[src/rtl/gate_vector_sequencer.sv]
// Walks every gate input combination, holds each for DWELL cycles, samples gate_out on the
// last dwell cycle and compares it with EXPECTED; reports pass, mismatch count and first failing index.
module gate_vector_sequencer #(
    parameter int                    N_IN     = 3,
    parameter int                    DWELL    = 5,
    parameter logic [2**N_IN-1:0]    EXPECTED = 8'h7F
) (
    input  logic            clk,
    input  logic            rst_n,
    input  logic            start,
    input  logic            abort,
    input  logic            gate_out,
    output logic [N_IN-1:0] vec_out,
    output logic            busy,
    output logic            done,
    output logic            pass,
    output logic [N_IN:0]   err_count,
    output logic [N_IN-1:0] first_err_idx,
    output logic            first_err_valid
);

    localparam int DW_W = (DWELL > 2) ? $clog2(DWELL) : 1;
    localparam logic [DW_W-1:0] DWELL_LAST = DW_W'(DWELL - 1);
    localparam logic [DW_W-1:0] DW_ONE     = DW_W'(1);
    localparam logic [N_IN-1:0] IDX_LAST   = {N_IN{1'b1}};
    localparam logic [N_IN-1:0] IDX_ONE    = N_IN'(1);
    localparam logic [N_IN:0]   ERR_ONE    = (N_IN + 1)'(1);

    typedef enum logic [1:0] {IDLE, RUN, FINISH} state_t;

    state_t            state_q, state_d;
    logic [N_IN-1:0]   idx_q, idx_d;
    logic [DW_W-1:0]   dwell_q, dwell_d;
    logic [N_IN-1:0]   vec_out_q, vec_out_d;
    logic              busy_q, busy_d;
    logic              done_q, done_d;
    logic              pass_q, pass_d;
    logic [N_IN:0]     err_count_q, err_count_d;
    logic [N_IN-1:0]   first_err_idx_q, first_err_idx_d;
    logic              first_err_valid_q, first_err_valid_d;

    always_comb begin
        state_d           = state_q;
        idx_d             = idx_q;
        dwell_d           = dwell_q;
        vec_out_d         = vec_out_q;
        busy_d            = busy_q;
        done_d            = 1'b0;
        pass_d            = pass_q;
        err_count_d       = err_count_q;
        first_err_idx_d   = first_err_idx_q;
        first_err_valid_d = first_err_valid_q;

        case (state_q)
            IDLE: begin
                vec_out_d = '0;
                busy_d    = 1'b0;
                if (start && !abort) begin
                    state_d           = RUN;
                    idx_d             = '0;
                    dwell_d           = '0;
                    busy_d            = 1'b1;
                    pass_d            = 1'b0;
                    err_count_d       = '0;
                    first_err_idx_d   = '0;
                    first_err_valid_d = 1'b0;
                end
            end
            RUN: begin
                if (abort) begin
                    // Partial error results stay visible for post-mortem.
                    state_d   = IDLE;
                    busy_d    = 1'b0;
                    vec_out_d = '0;
                    pass_d    = 1'b0;
                    idx_d     = '0;
                    dwell_d   = '0;
                end else begin
                    dwell_d = dwell_q + DW_ONE;
                    if (dwell_q == DWELL_LAST) begin
                        if (gate_out != EXPECTED[idx_q]) begin
                            err_count_d = err_count_q + ERR_ONE;
                            if (!first_err_valid_q) begin
                                first_err_idx_d   = idx_q;
                                first_err_valid_d = 1'b1;
                            end
                        end
                        dwell_d = '0;
                        if (idx_q == IDX_LAST) begin
                            // err_count_d already folds in the final vector.
                            state_d = FINISH;
                            done_d  = 1'b1;
                            pass_d  = (err_count_d == '0);
                        end else begin
                            idx_d     = idx_q + IDX_ONE;
                            vec_out_d = idx_q + IDX_ONE;
                        end
                    end
                end
            end
            FINISH: begin
                state_d   = IDLE;
                busy_d    = 1'b0;
                vec_out_d = '0;
                idx_d     = '0;
                dwell_d   = '0;
            end
            default: begin
                state_d   = IDLE;
                busy_d    = 1'b0;
                vec_out_d = '0;
            end
        endcase
    end

    always_ff @(posedge clk) begin
        if (!rst_n) begin
            state_q           <= IDLE;
            idx_q             <= '0;
            dwell_q           <= '0;
            vec_out_q         <= '0;
            busy_q            <= 1'b0;
            done_q            <= 1'b0;
            pass_q            <= 1'b0;
            err_count_q       <= '0;
            first_err_idx_q   <= '0;
            first_err_valid_q <= 1'b0;
        end else begin
            state_q           <= state_d;
            idx_q             <= idx_d;
            dwell_q           <= dwell_d;
            vec_out_q         <= vec_out_d;
            busy_q            <= busy_d;
            done_q            <= done_d;
            pass_q            <= pass_d;
            err_count_q       <= err_count_d;
            first_err_idx_q   <= first_err_idx_d;
            first_err_valid_q <= first_err_valid_d;
        end
    end

    assign vec_out         = vec_out_q;
    assign busy            = busy_q;
    assign done            = done_q;
    assign pass            = pass_q;
    assign err_count       = err_count_q;
    assign first_err_idx   = first_err_idx_q;
    assign first_err_valid = first_err_valid_q;

endmodule

[config.mk]
export PLATFORM = sky130hd
export DESIGN_NAME = gate_vector_sequencer
export DESIGN_NICKNAME = d
export VERILOG_FILES = /design/src/rtl/gate_vector_sequencer.sv
export SDC_FILE = /design/constraint.sdc
export NUM_CORES = 1
export LEC_CHECK = 0
export CORE_MARGIN = 4
export CORE_UTILIZATION = 51
export DETAILED_ROUTE_END_ITERATION = 16
export PLACE_DENSITY = 0.77
export SYNTH_ARGS = -nofsm -noshare
export SYNTH_HDL_FRONTEND = slang
export SYNTH_SLANG_ARGS = --single-unit
[constraint.sdc]
create_clock -name clk -period 2 [get_ports clk]
set_input_delay 0.4 -clock clk [delete_from_list [all_inputs] [get_ports clk]]
set_output_delay 0.4 -clock clk [all_outputs]
set_load 0.01 [all_outputs]
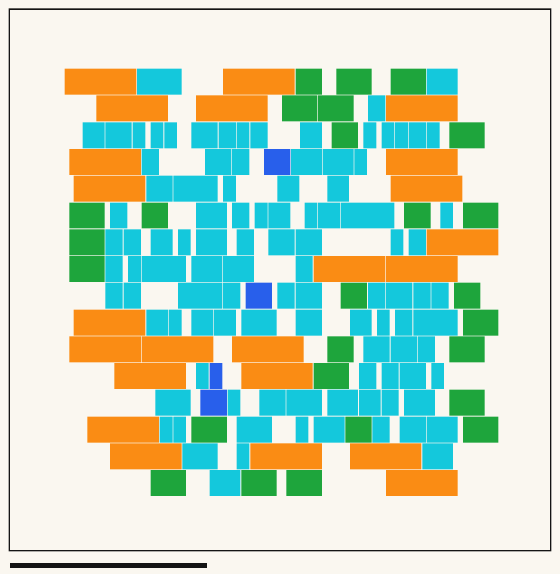
**Above:** run 1 (placement by cell class).
The bar under the picture is 20 um long.
| class | color | cells |
|---|---|---|
| other buffers and delay cells | green | 26 |
| combinational and other logic | cyan | 102 |
| flops | orange | 23 |
| clock drivers and dummy loads | blue | 4 |

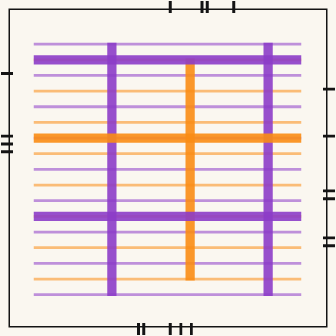
**Above:** run 1 (supply network).
Pins as bars on the die edge.
| net | color |
|---|---|
| VSS | purple |
| VDD | orange |
met5 straps: 3
met1 rails: 17

==> impl_metrics.json, run 1 <==
{
  "run_status": "completed",
  "async_set_reset_flop_share_out_of_synthesis_pct": 0,
  "syn_nets": 138,
  "fin_skew_ns": 0.002374,
  "combinationalPowerShare_pct": 10.0,
  "synth_dominant_cell_count": "sky130_fd_sc_hd__dfxtp_1",
  "vert_die_dim_um": 54.89,
  "worst-endpoint-arrival_ns": 2.09,
  "timing.final.setup_violations": 0,
  "core_region_area_sq_um": 2022,
  "preCtsSetupSlack_ns": -0.1316,
  "enable_flop_cells": 0,
  "drt_drc_violations_left": 0,
  "pwr-share-clk_pct": 27.0,
  "placement.io_buffers": 18,
  "post_route_cells_drive_above_1_share_pct": 9.032,
  "wl_met1_mm": 1.131,
  "warnings_synthesis": 0,
  "min_period_ns": 1.884,
  "detailed_routing_iteration_count_for_the_pre_antenna_repair_pass": 4,
  "htreeDepth": 1,
  "core.rowCount": 16,
  "met3_length_um": 113,
  "rr_endpoint": "pass$_SDFFE_PN0P_",
  "reg2reg_from": "idx_q[0]$_SDFFE_PN0N_",
  "global_route.peak_usage_layer": "met2",
  "global_route.usage.met3_pct": 3.270,
  "p_leak_uw": 0.0004842,
  "synth_flops": 23,
  "reg2regPathDepth": 6,
  "netlist_instances": 128,
  "global_route.usage.met1_pct": 21.98,
  "areaGrowthSynthToFinish_pct": 25.89,
  "yosys_cells": 128,
  "nNetsFinal": 166,
  "warning_count": 27,
  "hold_path.startpoint": "first_err_idx[1]$_SDFFE_PN0P_",
  "internal_power_uw": 575.2,
  "clk_root_buffer_cell": "sky130_fd_sc_hd__clkbuf_4",
  "dieArea_sq_um": 3012,
  "drt-initial-drc-count": 13,
  "clk_pin_slew_ns": 0.11,
  "hold-path-endpoint": "first_err_idx[1]$_SDFFE_PN0P_",
  "synth_cell_types": 38,
  "setup-tns-final_ns": 0,
  "layout_worst_path_cycle_share_pct": 94.18,
  "gp_routability_congestion": 0.8726,
  "min_path_type": "reg -> reg",
  "postSynthSeqShare_pct": 41.07,
  "maxUsedRoutingLayer": "met4",
  "top_cells_by_area": "sky130_fd_sc_hd__dfxtp_1 41%, sky130_fd_sc_hd__nand2_1 5.7%, sky130_fd_sc_hd__ha_1 5.6%, sky130_fd_sc_hd__o21ai_0 4.5%, sky130_fd_sc_hd__mux2i_1 3.6%",
  "part_of_the_power_in_registers_pct": 63.1,
  "overflow": 0,
  "die_x_um": 54.89,
  "cts.sink_count": 23,
  "antenna_found_initial": 0,
  "power.density_nw_per_um2": 522.3,
  "wire_per_inst_um": 13.75,
  "final-max-slew-violation-count": 0,
  "floorplan.initialDensity_pct": 55.45,
  "clkLatencyLatePin_ns": 0.30,
  "cap_viol_max_count": 0,
  "use_met2_pct": 35.83,
  "netlist.top_cell.by_area": "sky130_fd_sc_hd__dfxtp_1"
}
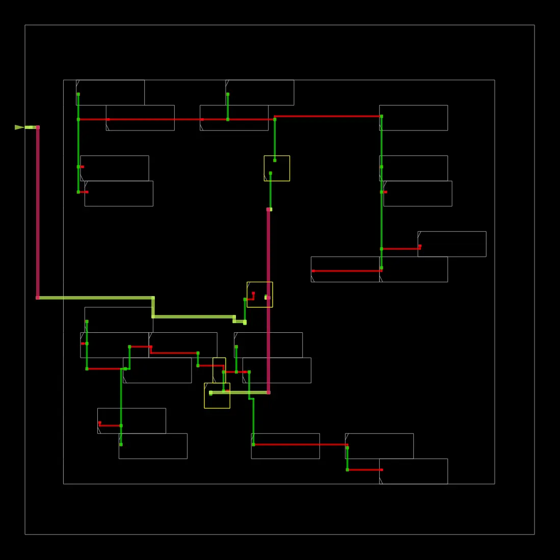
**Above:** run 1 (clock wiring as the flow saved it).
clock-net power: 199 uW
TritonCTS buffer count: 3
count of clock buffers in the final design: 4

run 1: cell type report:
class                           instances  area [sq um]
Timing Repair Buffer                   26         240.2
Sequential cell                        23         460.4
Tap cell                               27         33.78
Multi-Input combinational cell         99         639.4
Clock buffer                            4         26.28
Fill cell                             166         610.6
Inverter                                3         11.26
run 1: flip-flops by register name, indices dropped and copies added, names as in the netlist, named ones only:
signal / count
err_count: 4
dwell_q: 3
first_err_idx: 3
idx_q: 3
vec_out: 3
state_q: 2
busy: 1
done: 1
first_err_valid: 1
pass: 1
run 1: timing repair:
item,4_1_cts,5_1_grt
resized,0,1
hold buffers,0,0
buffers inserted,0,1
setup endpoints to repair,0,1
run 1: logic make-up (layout without fill, tap and decap cells):
family                     Yosys count  after routing  synth area share, %
buffers and inverters                6             33                2.455
muxes                                4              4                3.572
xor gates and xnor gates             3              3                2.344
and+or+nand+nor                     53             53                25.22
adders and majority gates            5              5                5.580
AOI/OAI and AO/OA                   34             34                19.76
DFF                                 23             23                41.07
run 1: layout by cell type, fill, tap and decap left out, drive strengths merged, types with 2 or more instances in the layout:
cell type      netlist  routed
nor2                 5       5
o21a                 2       2
xor2                 2       2
nand4b               2       2
ha                   5       5
nand2               17      17
nand2b               4       4
a211oi               2       2
clkbuf               1       4
nor2b                4       4
nand3                5       5
nor3                 6       6
nor3b                2       2
a21boi               5       5
buf                  2       8
a21oi                7       7
dfxtp               23      23
and2                 2       2
o21ai               10      10
clkdlybuf4s50        0      18
mux2i                4       4
a22o                 2       2
inv                  3       3
run 1: metrics by stage:
| step | utilization (%) | power, uW | hold WS (ns) | std cells |
|---|---|---|---|---|
| after CTS | 69.12 | 743.8 | 0.4676 | 181 |
| after global routing | 69.80 | 774.3 | 0.4783 | 182 |
| final | 69.80 | 737.1 | 0.4672 | 182 |
| after detailed placement | 67.82 | 543.7 | 0.4517 | 177 |
| after global placement | 67.82 | 541.2 | 0.4484 | 177 |
| after floorplan | - | 512.6 | 0.4550 | 128 |
run 1: power by group through the flow:
stage | Sequential [uW] | Clock, uW | Combinational [uW]
2_1_floorplan | 475 | 0 | 38.1
4_1_cts | 465 | 210 | 68.7
6_report | 465 | 199 | 73.4
5_1_grt | 466 | 228 | 79.8
3_3_place_gp | 475 | 0 | 66.0
3_5_place_dp | 475 | 0 | 68.3
run 1: worst max-delay path: stages (launching register included):
cell                       delay, ns
sky130_fd_sc_hd__dfxtp_1        0.42
sky130_fd_sc_hd__ha_1           0.17
sky130_fd_sc_hd__ha_1           0.24
sky130_fd_sc_hd__nand3_1        0.21
sky130_fd_sc_hd__a221oi_2       0.33
sky130_fd_sc_hd__o21ai_0        0.16
sky130_fd_sc_hd__o32ai_1        0.27
run 1: worst max-delay path by stage:
stage,to,slack (ns),cells after the start
floorplan,idx_q[2]$_SDFFE_PN0N_,0.34,6
global placement,err_count[3]$_SDFFE_PN0P_,0.006,6
detailed placement,pass$_SDFFE_PN0P_,-0.13,6
CTS,pass$_SDFFE_PN0P_,0.02,6
global route,pass$_SDFFE_PN0P_,-0.01,6
finish,pass$_SDFFE_PN0P_,0.12,6
==> inputs of run 2 (changes only) <==
- GPL_TIMING_DRIVEN: default -> 0
- MAX_ROUTING_LAYER: default -> met4
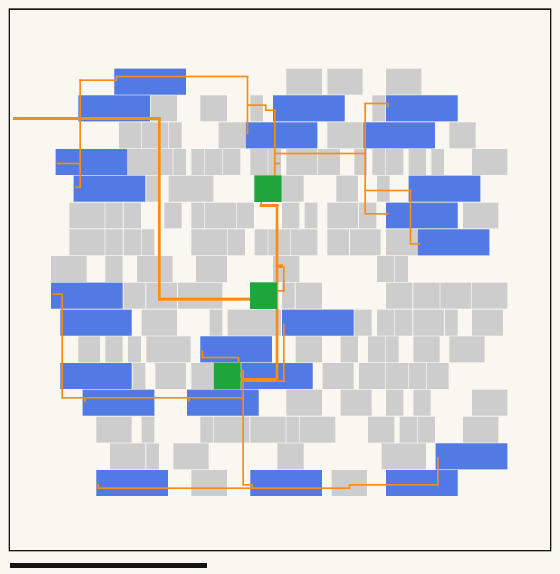
**Above:** run 2 (clock network drawn from the DEF).
The bar under the picture is 20 um long.
[clock wires] orange | length: 258 um
[clock drivers] green | count: 3
[flip-flops] blue | count: 23
routed clock nets: 4
flops lie: all over the die

==> impl_metrics.json, run 2 <==
{
  "run_status": "completed",
  "postCtsHoldBufs": 0,
  "cts_buffer_depth": 2,
  "hold_slack_ns": 0.4644,
  "drt_drc_violations_left": 0,
  "worst-endpoint-arrival_ns": 2.11,
  "maximum_number_of_pins_on_one_net_before_global_route_repair": 13,
  "seq_cell_area_sq_um": 460.4,
  "synthesis.area_per_instance_sq_um": 8.758,
  "detailedPlacementHpwl_mm": 1.713,
  "worst-setup-path-type": "in -> reg",
  "post_route_cells_drive_above_1_share_pct": 6.000,
  "floorplan.initialDensity_pct": 55.45,
  "cp_num_buf_inv": 2,
  "p_leak_uw": 0.0004571,
  "core_region_area_sq_um": 2022,
  "antenna_left": 0,
  "cts.sink_count": 23,
  "layout_worst_path_cycle_share_pct": 92.97,
  "nNetsFinal": 161,
  "vias": 991,
  "most_common_library_cells_after_synthesis": "23 x sky130_fd_sc_hd__dfxtp_1, 17 x sky130_fd_sc_hd__nand2_1, 10 x sky130_fd_sc_hd__o21ai_0, 7 x sky130_fd_sc_hd__a21oi_1",
  "areaGrowthSynthToFinish_pct": 22.43,
  "tritoncts_buffer_count": 3,
  "warnings_synthesis": 0,
  "grt_pass1_vias": 910,
  "netlist_instances": 128,
  "fin_area_sq_um": 1373,
  "gp_routability_congestion": 0.8347,
  "logic_area_sq_um": 644.4,
  "end_kind": "flip-flop",
  "wire_per_inst_um": 12.77,
  "preCtsSetupSlack_ns": -0.2436,
  "first_pass_grt_wire_length_mm": 3.898,
  "wl_mm": 2.261,
  "power.density_nw_per_um2": 534.5,
  "cp_slowest_cell": "sky130_fd_sc_hd__or4_1",
  "crit_family": "simple AND/OR/NAND/NOR gates",
  "report.power.total_uw": 733.7,
  "tritoncts": "done",
  "synth.top_cell.area_share_pct": 41.07,
  "cap_viol_max_count": 0,
  "min_period_ns": 1.859,
  "detailed_routing_iteration_count_for_the_pre_antenna_repair_pass": 4,
  "final-max-slew-violation-count": 0,
  "clk_root_buffer_cell": "sky130_fd_sc_hd__clkbuf_4",
  "syn_nets": 138,
  "vert_die_dim_um": 54.89,
  "path_cells": "clkdlybuf4s50_1 > or3b_1 > buf_2 > or4_1 > a21boi_1",
  "postSynthSeqShare_pct": 41.07,
  "largest_reg_flops": 4,
  "postSynth.topFlopCell": "sky130_fd_sc_hd__dfxtp_1",
  "core.rowCount": 16,
  "antenna_found_initial": 0,
  "min_path_type": "reg -> reg",
  "top_cells_by_area": "sky130_fd_sc_hd__dfxtp_1 41%, sky130_fd_sc_hd__nand2_1 5.7%, sky130_fd_sc_hd__ha_1 5.6%, sky130_fd_sc_hd__o21ai_0 4.5%, sky130_fd_sc_hd__mux2i_1 3.6%",
  "report.final.hold_viol_count": 0,
  "netlist.top_cell.by_area": "sky130_fd_sc_hd__dfxtp_1",
  "overflow": 0,
  "lay_top_cells": "23 x sky130_fd_sc_hd__dfxtp_1, 18 x sky130_fd_sc_hd__clkdlybuf4s50_1, 17 x sky130_fd_sc_hd__nand2_1",
  "synth_cell_types": 38,
  "clkLatencyLatePin_ns": 0.30,
  "synthesis.area_sq_um": 1121,
  "cp_data_required_time_ns": 2.25,
  "async_set_reset_flop_share_out_of_synthesis_pct": 0,
  "worst_path_largest_cell_delay_ns": 0.51,
  "synth_dominant_cell_count": "sky130_fd_sc_hd__dfxtp_1",
  "critical_path_maximum_fanout": 8,
  "grt_setup_unrepaired": "no",
  "fmax_ghz": 0.5378,
  "clk_pin_slew_ns": 0.11,
  "vias_per_cell": 5.599,
  "fin_skew_ns": 0.001277,
  "enable_flop_cells": 0,
  "ir_worst_vdd_v": 0.0003977,
  "max_slew.worst_pin.slew_ns": 0.5510,
  "placed_area_sq_um": 1335,
  "setup_slack_ns": 0.1406,
  "htreeDepth": 1,
  "timing.max_slew.rel_slack_pct": 63.15,
  "synth_flops": 23,
  "num_io_pins": 19,
  "yosys_cells": 128,
  "nFillCells": 176,
  "die_x_um": 54.89,
  "drt-initial-drc-count": 24,
  "regToRegSetupSlack_ns": 0.21,
  "final_layout_top_logic_cell": "sky130_fd_sc_hd__dfxtp_1",
  "timing.final.setup_violations": 0,
  "placement.io_buffers": 18,
  "warning_count": 27,
  "dieArea_sq_um": 3012
}
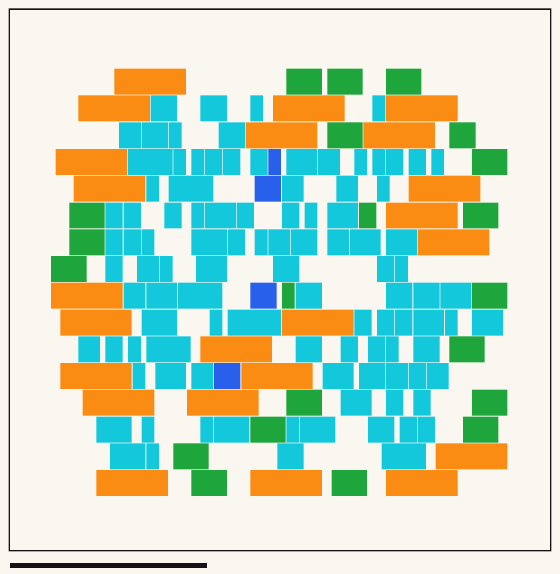
**Above:** run 2 (placement by cell class).
The bar under the picture is 20 um long.
fraction of standard cell area that is sequential: 33.55%
share of the core filled with cells in the final layout: 67.88%

run 2: cell counts after synthesis:
Identical to the previous run, type by type.
run 2: stage by stage:
| stage | std cells | setup TNS [ns] |
|---|---|---|
| final | 177 | 0 |
| after global routing | 177 | 0 |
| after CTS | 177 | 0 |
| after detailed placement | 173 | -0.9212 |
| after global placement | 173 | -0.7194 |
| after floorplan | 128 | 0 |
run 2: worst min-delay path, delay by kind of cell (launching register included):
kind	cells	cell delay, ns
mux	1	0.05
simple gates	1	0.05
flops	1	0.33
run 2: path summary, 6_finish.rpt:
path	cells past startpoint	end	start
setup / recovery	5	err_count[0]$_SDFFE_PN0P_	abort
hold reg to reg	2	first_err_idx[2]$_SDFFE_PN0P_	first_err_idx[2]$_SDFFE_PN0P_
setup reg to reg	6	idx_q[2]$_SDFFE_PN0N_	idx_q[0]$_SDFFE_PN0N_
hold / removal	2	first_err_idx[2]$_SDFFE_PN0P_	first_err_idx[2]$_SDFFE_PN0P_
run 2: power by group:
part	total [uW]	leakage (uW)	switching [uW]	internal, uW
Sequential	463	0.000186	1.88	461
Clock	206	0.0000150	128	77.8
Combinational	64.4	0.000256	35.4	29.0
Total	734	0.000457	165	568
run 2: layer usage:
metal	GRT usage [%]	routed length, um
met2	28.94	1083
met5	-	0
met4	7.469	36
met1	23.80	1075
met3	2.452	66
run 2: cell type report:
| class | instances | share of cell area, % |
|---|---|---|
| plain buffers | 3 | 1.185 |
| flip-flops and latches | 23 | 33.55 |
| multi-input cells | 99 | 46.95 |
| clock buffers | 4 | 1.914 |
| inverters | 3 | 0.8204 |
| repair buffers | 18 | 13.13 |
| well taps | 27 | 2.461 |
run 2: repair_timing:
| action | 4_1_cts | 5_1_grt |
|---|---|---|
| gates resized | 0 | 2 |
| setup buffers | 0 | 0 |
| endpoints found under the setup margin | 0 | 1 |
run 2: kinds of logic (layout without fill, tap and decap cells):
logic type      Yosys count  in the layout  share of synthesized area, %
compound gates           34             34                         19.76
simple gates             53             53                         25.22
flops                    23             23                         41.07
mux                       4              4                         3.572
buf+inv                   6             28                         2.455
fa+ha+maj                 5              5                         5.580
xor+xnor                  3              3                         2.344
No activity file was given, so power comes from the tool's default toggle rates.
